===== src/rtl/lspc_pkg.sv =====
// Shared types and constants for the LSPC CPU-side VRAM access arbiter.
package lspc_pkg;
  localparam int SLOW_AW_DEF = 15;
  localparam int FAST_AW_DEF = 11;

  localparam logic ZONE_SLOW = 1'b0;
  localparam logic ZONE_FAST = 1'b1;

  // CPU register offsets (word index from 3C0000)
  localparam logic [2:0] REG_VRAMADDR = 3'b000;
  localparam logic [2:0] REG_VRAMRW   = 3'b001;
  localparam logic [2:0] REG_VRAMMOD  = 3'b010;

  typedef enum logic [2:0] {IDLE, WAIT_W, WR, WAIT_R, RD, CAP} arb_state_e;

  typedef struct packed {
    logic we_slow;
    logic we_fast;
    logic rd_slow;
    logic rd_fast;
  } vram_strb_t;
endpackage


===== src/rtl/lspc_vram_ptr.sv =====
// CPU VRAM pointer: load, VRAMMOD auto-increment (zone bit preserved), zone decode.
module lspc_vram_ptr
  import lspc_pkg::*;
#(
  parameter int SLOW_AW = SLOW_AW_DEF,
  parameter int FAST_AW = FAST_AW_DEF
) (
  input  logic               CLK_24M,
  input  logic               nRESET,
  input  logic               load,
  input  logic [SLOW_AW:0]   din,
  input  logic               inc,
  input  logic [SLOW_AW-1:0] incr,
  output logic [SLOW_AW:0]   ptr,
  output logic               zone,
  output logic [SLOW_AW-1:0] vram_addr
);
  always_ff @(posedge CLK_24M or negedge nRESET) begin
    if (!nRESET)   ptr <= '0;
    else if (load) ptr <= din;
    else if (inc)  ptr[SLOW_AW-1:0] <= ptr[SLOW_AW-1:0] + incr;
  end

  assign zone = ptr[SLOW_AW];
  // Fast zone keeps the full offset in the pointer but only drives its low bits.
  assign vram_addr = (zone == ZONE_FAST) ? SLOW_AW'(ptr[FAST_AW-1:0]) : ptr[SLOW_AW-1:0];
endmodule


===== src/rtl/lspc_vram_arbiter.sv =====
// Slots CPU VRAM reads/writes into free video-fetch cycles.
// Optional stall statistics when LSPC_VRAM_ARB_STALL_EN is defined.
module lspc_vram_arbiter
  import lspc_pkg::*;
#(
  parameter int SLOW_AW = SLOW_AW_DEF,
  parameter int FAST_AW = FAST_AW_DEF,
  parameter int DW      = 16,
  parameter int STALL_W = 16
) (
  input  logic               CLK_24M,
  input  logic               nRESET,
  input  logic               WR_ADDR_STB,
  input  logic               WR_DATA_STB,
  input  logic [DW-1:0]      CPU_DIN,
  input  logic [DW-1:0]      VRAMMOD,
  input  logic               SLOT_SLOW,
  input  logic               SLOT_FAST,
  input  logic [DW-1:0]      VRAM_RDATA,
  output logic [SLOW_AW-1:0] VRAM_ADDR,
  output logic [DW-1:0]      VRAM_WDATA,
  output logic               VRAM_WE_SLOW,
  output logic               VRAM_WE_FAST,
  output logic               VRAM_RD_SLOW,
  output logic               VRAM_RD_FAST,
  output logic [DW-1:0]      READ_BUFFER,
`ifdef LSPC_VRAM_ARB_STALL_EN
  output logic [STALL_W-1:0] STALL_CNT,
  output logic [STALL_W-1:0] STALL_MAX,
`endif
  output logic [SLOW_AW:0]   CUR_ADDR,
  output logic               BUSY
);
  arb_state_e state, nxt;
  vram_strb_t strb_q, strb_d;
  logic [DW-1:0] wbuf;
  logic zone, slot, inc, cap;
  logic [DW-1:SLOW_AW] unused_mod;

  assign unused_mod = VRAMMOD[DW-1:SLOW_AW];

  lspc_vram_ptr #(.SLOW_AW(SLOW_AW), .FAST_AW(FAST_AW)) u_ptr (
    .CLK_24M   (CLK_24M),
    .nRESET    (nRESET),
    .load      (WR_ADDR_STB),
    .din       (CPU_DIN[SLOW_AW:0]),
    .inc       (inc),
    .incr      (VRAMMOD[SLOW_AW-1:0]),
    .ptr       (CUR_ADDR),
    .zone      (zone),
    .vram_addr (VRAM_ADDR)
  );

  assign slot = (zone == ZONE_FAST) ? SLOT_FAST : SLOT_SLOW;

  always_comb begin
    nxt    = state;
    strb_d = '0;
    inc    = 1'b0;
    cap    = 1'b0;
    if (WR_ADDR_STB) begin
      nxt = WAIT_R;
    end else if (WR_DATA_STB) begin
      // A write landing on an active WR lets that write finish (and advance).
      nxt = WAIT_W;
      inc = (state == WR);
    end else begin
      unique case (state)
        WAIT_W: if (slot) begin
          nxt            = WR;
          strb_d.we_slow = (zone == ZONE_SLOW);
          strb_d.we_fast = (zone == ZONE_FAST);
        end
        WR: begin
          nxt = WAIT_R;
          inc = 1'b1;
        end
        WAIT_R: if (slot) begin
          nxt            = RD;
          strb_d.rd_slow = (zone == ZONE_SLOW);
          strb_d.rd_fast = (zone == ZONE_FAST);
        end
        RD:  nxt = CAP;
        CAP: begin
          nxt = IDLE;
          cap = 1'b1;
        end
        default: nxt = state;
      endcase
    end
  end

  always_ff @(posedge CLK_24M or negedge nRESET) begin
    if (!nRESET) begin
      state       <= IDLE;
      strb_q      <= '0;
      wbuf        <= '0;
      VRAM_WDATA  <= '0;
      READ_BUFFER <= '0;
    end else begin
      state  <= nxt;
      strb_q <= strb_d;
      if (WR_DATA_STB && !WR_ADDR_STB) wbuf <= CPU_DIN;
      // Separate output copy keeps write data stable if the CPU re-writes during WR.
      if (strb_d.we_slow || strb_d.we_fast) VRAM_WDATA <= wbuf;
      if (cap) READ_BUFFER <= VRAM_RDATA;
    end
  end

  assign VRAM_WE_SLOW = strb_q.we_slow;
  assign VRAM_WE_FAST = strb_q.we_fast;
  assign VRAM_RD_SLOW = strb_q.rd_slow;
  assign VRAM_RD_FAST = strb_q.rd_fast;
  assign BUSY         = (state != IDLE);

`ifdef LSPC_VRAM_ARB_STALL_EN
  logic               waiting;
  logic [STALL_W-1:0] cur_wait, cur_len;

  assign waiting = (state == WAIT_W) || (state == WAIT_R);
  assign cur_len = !waiting ? '0 : (&cur_wait ? cur_wait : cur_wait + 1'b1);

  always_ff @(posedge CLK_24M or negedge nRESET) begin
    if (!nRESET) begin
      STALL_CNT <= '0;
      STALL_MAX <= '0;
      cur_wait  <= '0;
    end else begin
      if (WR_ADDR_STB)                 STALL_CNT <= '0;
      else if (waiting && ~&STALL_CNT) STALL_CNT <= STALL_CNT + 1'b1;
      cur_wait <= cur_len;
      if (cur_len > STALL_MAX) STALL_MAX <= cur_len;
    end
  end
`endif
endmodule


===== config.mk =====
export PLATFORM = sky130hd
export DESIGN_NAME = lspc_vram_arbiter
export DESIGN_NICKNAME = d
export VERILOG_FILES = /design/src/rtl/lspc_pkg.sv /design/src/rtl/lspc_vram_ptr.sv /design/src/rtl/lspc_vram_arbiter.sv
export SDC_FILE = /design/constraint.sdc
export NUM_CORES = 1
export LEC_CHECK = 0
export ABC_CLOCK_PERIOD_IN_PS = 3000
export CORE_MARGIN = 2
export CORE_UTILIZATION = 33
export CTS_CLUSTER_SIZE = 20
export DETAILED_ROUTE_END_ITERATION = 10
export GPL_TIMING_DRIVEN = 0
export PLACE_DENSITY = 0.68
export SLEW_MARGIN = 20
export SYNTH_ARGS = -nofsm -noshare
export SYNTH_HDL_FRONTEND = slang
export SYNTH_SLANG_ARGS = --single-unit

===== constraint.sdc =====
create_clock -name CLK_24M -period 3 [get_ports CLK_24M]
set_input_delay 0.3 -clock CLK_24M [delete_from_list [all_inputs] [get_ports CLK_24M]]
set_output_delay 0.3 -clock CLK_24M [all_outputs]
set_load 0.03 [all_outputs]

Run 1, sequential cells grouped by signal name:
Scale: 2 px per um. Other sequential cells in the stronger grey, the rest of the logic in the fainter grey.
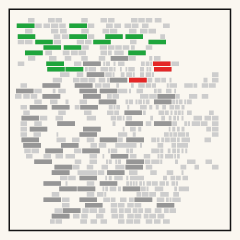
Key: green = READ_BUFFER [sequential cells 16]; red = state [sequential cells 3]
Another 52 sequential cells are not coloured.
sequential power: 0.00128 W
Seq/total area: 0.3360
fin util: 0.4856
Flop area: 0.001777 mm^2

Run 1, zoomed window:
Window x 42 to 67, y 20 to 45 um. Cells in grey, sequential cells in the stronger grey; small squares are vias.
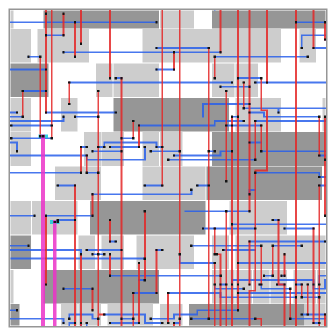
Key: blue = met1; red = met2; magenta = met4; cyan = met3
Most frequent: dfrtp_1 (8), o21ai_1 (6), nand2_1 (5). Netlist names of flops here include u_ptr.ptr (7), wbuf (1). Sequential cells in the window: 8. 42 logic cells have their middle in the window.

==> impl_metrics.ini, run 1 <==
; yosys + openroad results
[die]
chipArea_mm2 = 0.01207
n_tap_cell = 140
coreArea_mm2 = 0.01089
io-pin-count = 122

[drt]
vias = 2885
drt-met1-wl_mm = 4.324
drt_iter0_markers = 169
dr_wl_met2_mm = 4.870
drc = 0
dr.pass1.iters = 4
ant_nets = 0
wl_met3_um = 295
viasPerCell = 4.784

[setup_path]
r2r-start = u_ptr.ptr[0]$_DFFE_PN0P_
timing.rr.end = u_ptr.ptr[12]$_DFFE_PN0P_
startpoint = VRAMMOD[0]
crit_buf_inv = 2
rrSetupSlack_ns = 0.63
slowest_delay_ns = 0.48
required_ns = 3.26
cp.depth = 10
path_class = primary input to flop
crit_family = AND-OR/OR-AND gates
arrival_ns = 2.67
endpoint_kind = flop
crit_slowest_cell = clkdlybuf4s50_1

[final_timing]
tightest_slew_ns = 0.5335
finalCriticalPeriod_ns = 2.411
setup_slack_ns = 0.5886
tns_ns = 0
max_freq_ghz = 0.4147
fin_hold_ws_ns = 0.3953
grt_setup_unrepaired = no
max_slew_margin = 0.6443

[yosys]
synth.largest_area_cell = dfrtp_1
synthTopLogicFamily = multiplexers
synthAdderAreaFrac = 0.05279
top_cell_area_share = 0.4805
xor_area_frac = 0.01895
ys_sh_simple = 0.1164
ff_type = dfrtp_1
area_leaders = dfrtp_1 48%, mux2_1 11%, ha_1 4.7%
synth_cells = 326
ys_cells = 326
synth-seq-area-share = 0.4805
yosys-top-cells-count = 71 x dfrtp_1, 37 x mux2_1, 21 x nand2_1

[power]
pwr-share-clk = 0.214
power.switching_w = 0.001216
vdd_drop_max_mv = 0.3377
clk-power_w = 0.000722
p_per_area_mw_per_mm2 = 639.4
swShare = 0.3596
p_int_w = 0.002165
seqPwrFrac = 0.378
top_power_group = combinational logic
powerComb_w = 0.00138

[final_layout]
n_all_inverters = 7
seq_cell_count = 71
design_area_mm2 = 0.005288
clockBufferCount = 11
nNetsFinal = 528
comb_share = 0.3270
largest_class = registers
bufAreaShareNonClock = 0.2650
lay_top_count = clkdlybuf4s50_1
fillers = 1015
area_growth_syn_to_layout_pct = 43.01
final_cells = 603
signal_buffers = 147
n_antenna_cell = 0

[cts]
clk_latency_ns = 0.34
htree_levels = 3
cts_tree = yes
postCtsSetupBuffers = 0
clkTransAtPathRegs_ns = 0.07

[global_routing]
grt_pass1_vias = 2957
antenna_found_initial = 0
grt_max_degree = 52

[placement]
place_ws_ns = 0.2854
gp_congestion = 0.7996
place_inst = 587

[job]
drv_cap = 0
warning_count = 27

[status]
status = completed

[min_path]
hp-class = primary input to asynchronous set/reset pin
Run 1, congestion heat map:
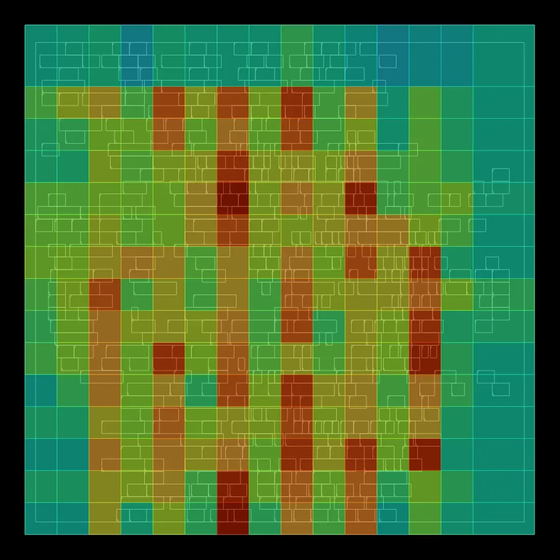
routed length per instance: 16.02 um
met1 GRT Util: 0.2197
global-route met2 utilization: 0.2677
met3 usage: 0.02608
overall track demand over capacity in global routing: 0.1646

Run 1, pin placement:
Scale: 4 px per um. Pins as bars across the die edge, other pins in grey.
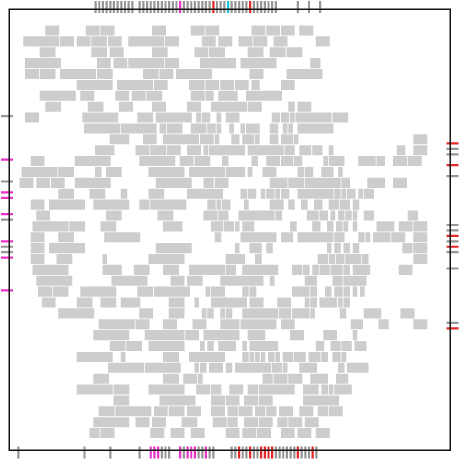
Key: cyan = WR_ADDR_STB [pins 1, direction input, edge top]; magenta = VRAM_WDATA [pins 16, direction output, edge 8 bottom, 7 left, 1 top]; red = VRAM_ADDR [pins 15, direction output, edge 8 bottom, 5 right, 2 top]
die width: 109.9 um
Die Y: 109.9 um
Buffers on Ports: 120

Run 1, gate families picked out:
Scale: 2 px per um.
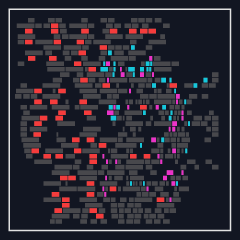

==> inputs of run 2 (changes only) <==
ABC_CLOCK_PERIOD_IN_PS = 2070   (was 3000)
PLACE_DENSITY = 0.7   (was 0.68)
clock period = 2.07 ns   (was 3 ns; I/O delays follow)
Run 2, gate families picked out:
Scale: 2 px per um.
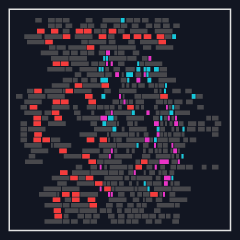
Key: magenta = NAND gates [cells 35]; cyan = NOR gates [cells 35]; red = multiplexers [cells 55]
Top cell excl fill/tap: clkdlybuf4s50_1
non-filler instance count after layout: 617
combinational share of cell area: 0.3349

Run 2, sequential cells grouped by signal name:
Scale: 2 px per um. Other sequential cells in the stronger grey, the rest of the logic in the fainter grey.
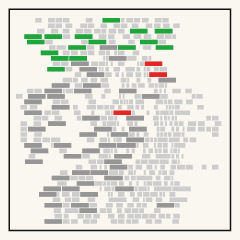
Key: green = READ_BUFFER [sequential cells 16]; red = state [sequential cells 3]
Another 52 sequential cells are not coloured.
Seq/total area: 0.3253
fin util: 0.5028
sequential power: 0.00185 W
Flop area: 0.001780 mm^2

==> run 2 against run 1 <==
Against the previous run:
- area after synthesis unchanged
- combinational power increased by 53%
- clock-buffer cell count rose by 3
- total power up 45%
- sequential power up 45%
- final cell count is 2.3% higher
- global-route usage grew 0.41 points
- utilization is 1.7 points higher
- critical path depth fell by 1
- clock power grew 32%
- flip-flop count did not move
==> impl_metrics.ini, run 2 <==
; yosys + openroad results
[setup_path]
rrSetupSlack_ns = 0.01
endpoint_kind = flop
start_kind = flop
path_class = flop to flop
timing.rr.end = u_ptr.ptr[12]$_DFFE_PN0P_
arrival_ns = 2.33
cp.depth = 9
slowest_delay_ns = 0.39
startpoint = u_ptr.ptr[0]$_DFFE_PN0P_
required_ns = 2.34
crit_slowest_cell = dfrtp_2
crit_buf_inv = 1
worstPathMaxFanout = 3
r2r-start = u_ptr.ptr[0]$_DFFE_PN0P_
crit_family = AND-OR/OR-AND gates

[drt]
ant_nets = 0
vias = 2957
drt-met1-wl_mm = 4.374
wl_per_cell_um = 15.83
drt_iter0_markers = 175
routed_wl_mm = 9.767
drc = 0
viasPerCell = 4.793
dr.pass1.iters = 4
highest_layer = met4
wl_met3_um = 358
dr_wl_met2_mm = 4.806

[cts]
postCtsSetupBuffers = 8
cts_buffers = 9
cts_tree = yes
clkTransAtPathRegs_ns = 0.07
clk_latency_ns = 0.35
clk_root_buffer_cell = clkbuf_8
numClockSinks = 71
ctsResizeCount = 8
hold_buffers = 1
cts_buffer_depth = 2
htree_levels = 3

[placement]
gp_congestion = 0.8469
portBuffers = 120
place_inst = 587
hpwlAfterDp_mm = 7.447
place_ws_ns = -0.3848

[final_layout]
logic_area_mm2 = 0.001833
design_area_mm2 = 0.005474
final_cell_mix = 118 x clkdlybuf4s50_1, 68 x dfrtp_1, 37 x mux2_1
nNetsFinal = 542
bufAreaShareNonClock = 0.2743
seq_cell_count = 71
clock_area_frac = 0.02880
clockBufferCount = 14
fillers = 956
largest_class = combinational gates
n_all_inverters = 7
signal_buffers = 161
n_antenna_cell = 0
area_growth_syn_to_layout_pct = 48.05

[final_timing]
max_slew_margin = 0.6630
setup_slack_ns = 0.01014
finalCriticalPeriod_ns = 2.060
grt_setup_unrepaired = yes
finalSetupViolations = 0
max_freq_ghz = 0.4855
tightest_slew_ns = 0.5055
maxSlewViolCount = 0
finalCritPeriodShare = 0.9951
tns_ns = 0
fin_hold_ws_ns = 0.3567
hold_violations = 0

[yosys]
synth_flops = 71
async_reset_ff_frac = 1.000
yosys_area_mm2 = 0.003697
yosys_warnings = 0
yosysMostFrequentCell = dfrtp_1
synth.largest_area_cell = dfrtp_1
area_leaders = dfrtp_1 48%, mux2_1 11%, ha_1 4.7%
syn_area_mm2 = 0.003697
ys_sh_simple = 0.1164
synth-edff-count = 0
top_cell_area_share = 0.4805
aoi_share = 0.1134
synthAdderAreaFrac = 0.05279
yosys-top-cells-count = 71 x dfrtp_1, 37 x mux2_1, 21 x nand2_1
xor_area_frac = 0.01895
synth_cells = 326
syn-num-nets = 395
synthTopLogicFamily = multiplexers
ys_cells = 326
ys_types = 53
ff_type = dfrtp_1
synth-seq-area-share = 0.4805

[global_routing]
use_met1 = 0.2236
grtUsageMet2 = 0.2682
grt_max_degree = 39
grt.total_usage = 0.1687
grt_pass1_vias = 3051
grt_remaining_overflow = 0
antenna_found_initial = 0
gr-usage-met3 = 0.02786
grt.busiest_layer = met2

[status]
status = completed

[power]
p_int_w = 0.003119
powerComb_w = 0.00211
vdd_drop_max_mv = 0.5731
power.switching_w = 0.001790
seqPwrFrac = 0.376
top_power_group = combinational logic
clk-power_w = 0.000955
p_total_w = 0.004909
p_leak_nw = 2.335
p_per_area_mw_per_mm2 = 896.8
swShare = 0.3646
pwr-share-clk = 0.195

[die]
chipArea_mm2 = 0.01207
io-pin-count = 122
die_w_um = 109.9
n_tap_cell = 140
coreArea_mm2 = 0.01089
die_y_um = 109.9

[min_path]
hp-class = primary input to asynchronous set/reset pin

[job]
drv_cap = 0
warning_count = 30
Run 2, pin placement:
Scale: 4 px per um. Pins as bars across the die edge, other pins in grey.
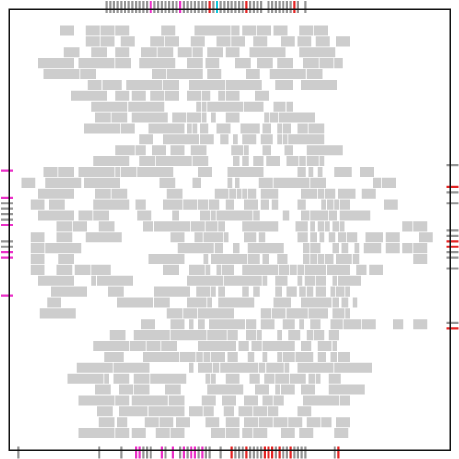
Key: magenta = VRAM_WDATA [pins 16, direction output, edge 8 bottom, 6 left, 2 top]; cyan = WR_ADDR_STB [pins 1, direction input, edge top]; red = VRAM_ADDR [pins 15, direction output, edge 8 bottom, 4 right, 3 top]
All pins by edge: 53 top, 44 bottom, 13 right, 12 left.

No activity file was given, so power comes from the tool's default toggle rates.
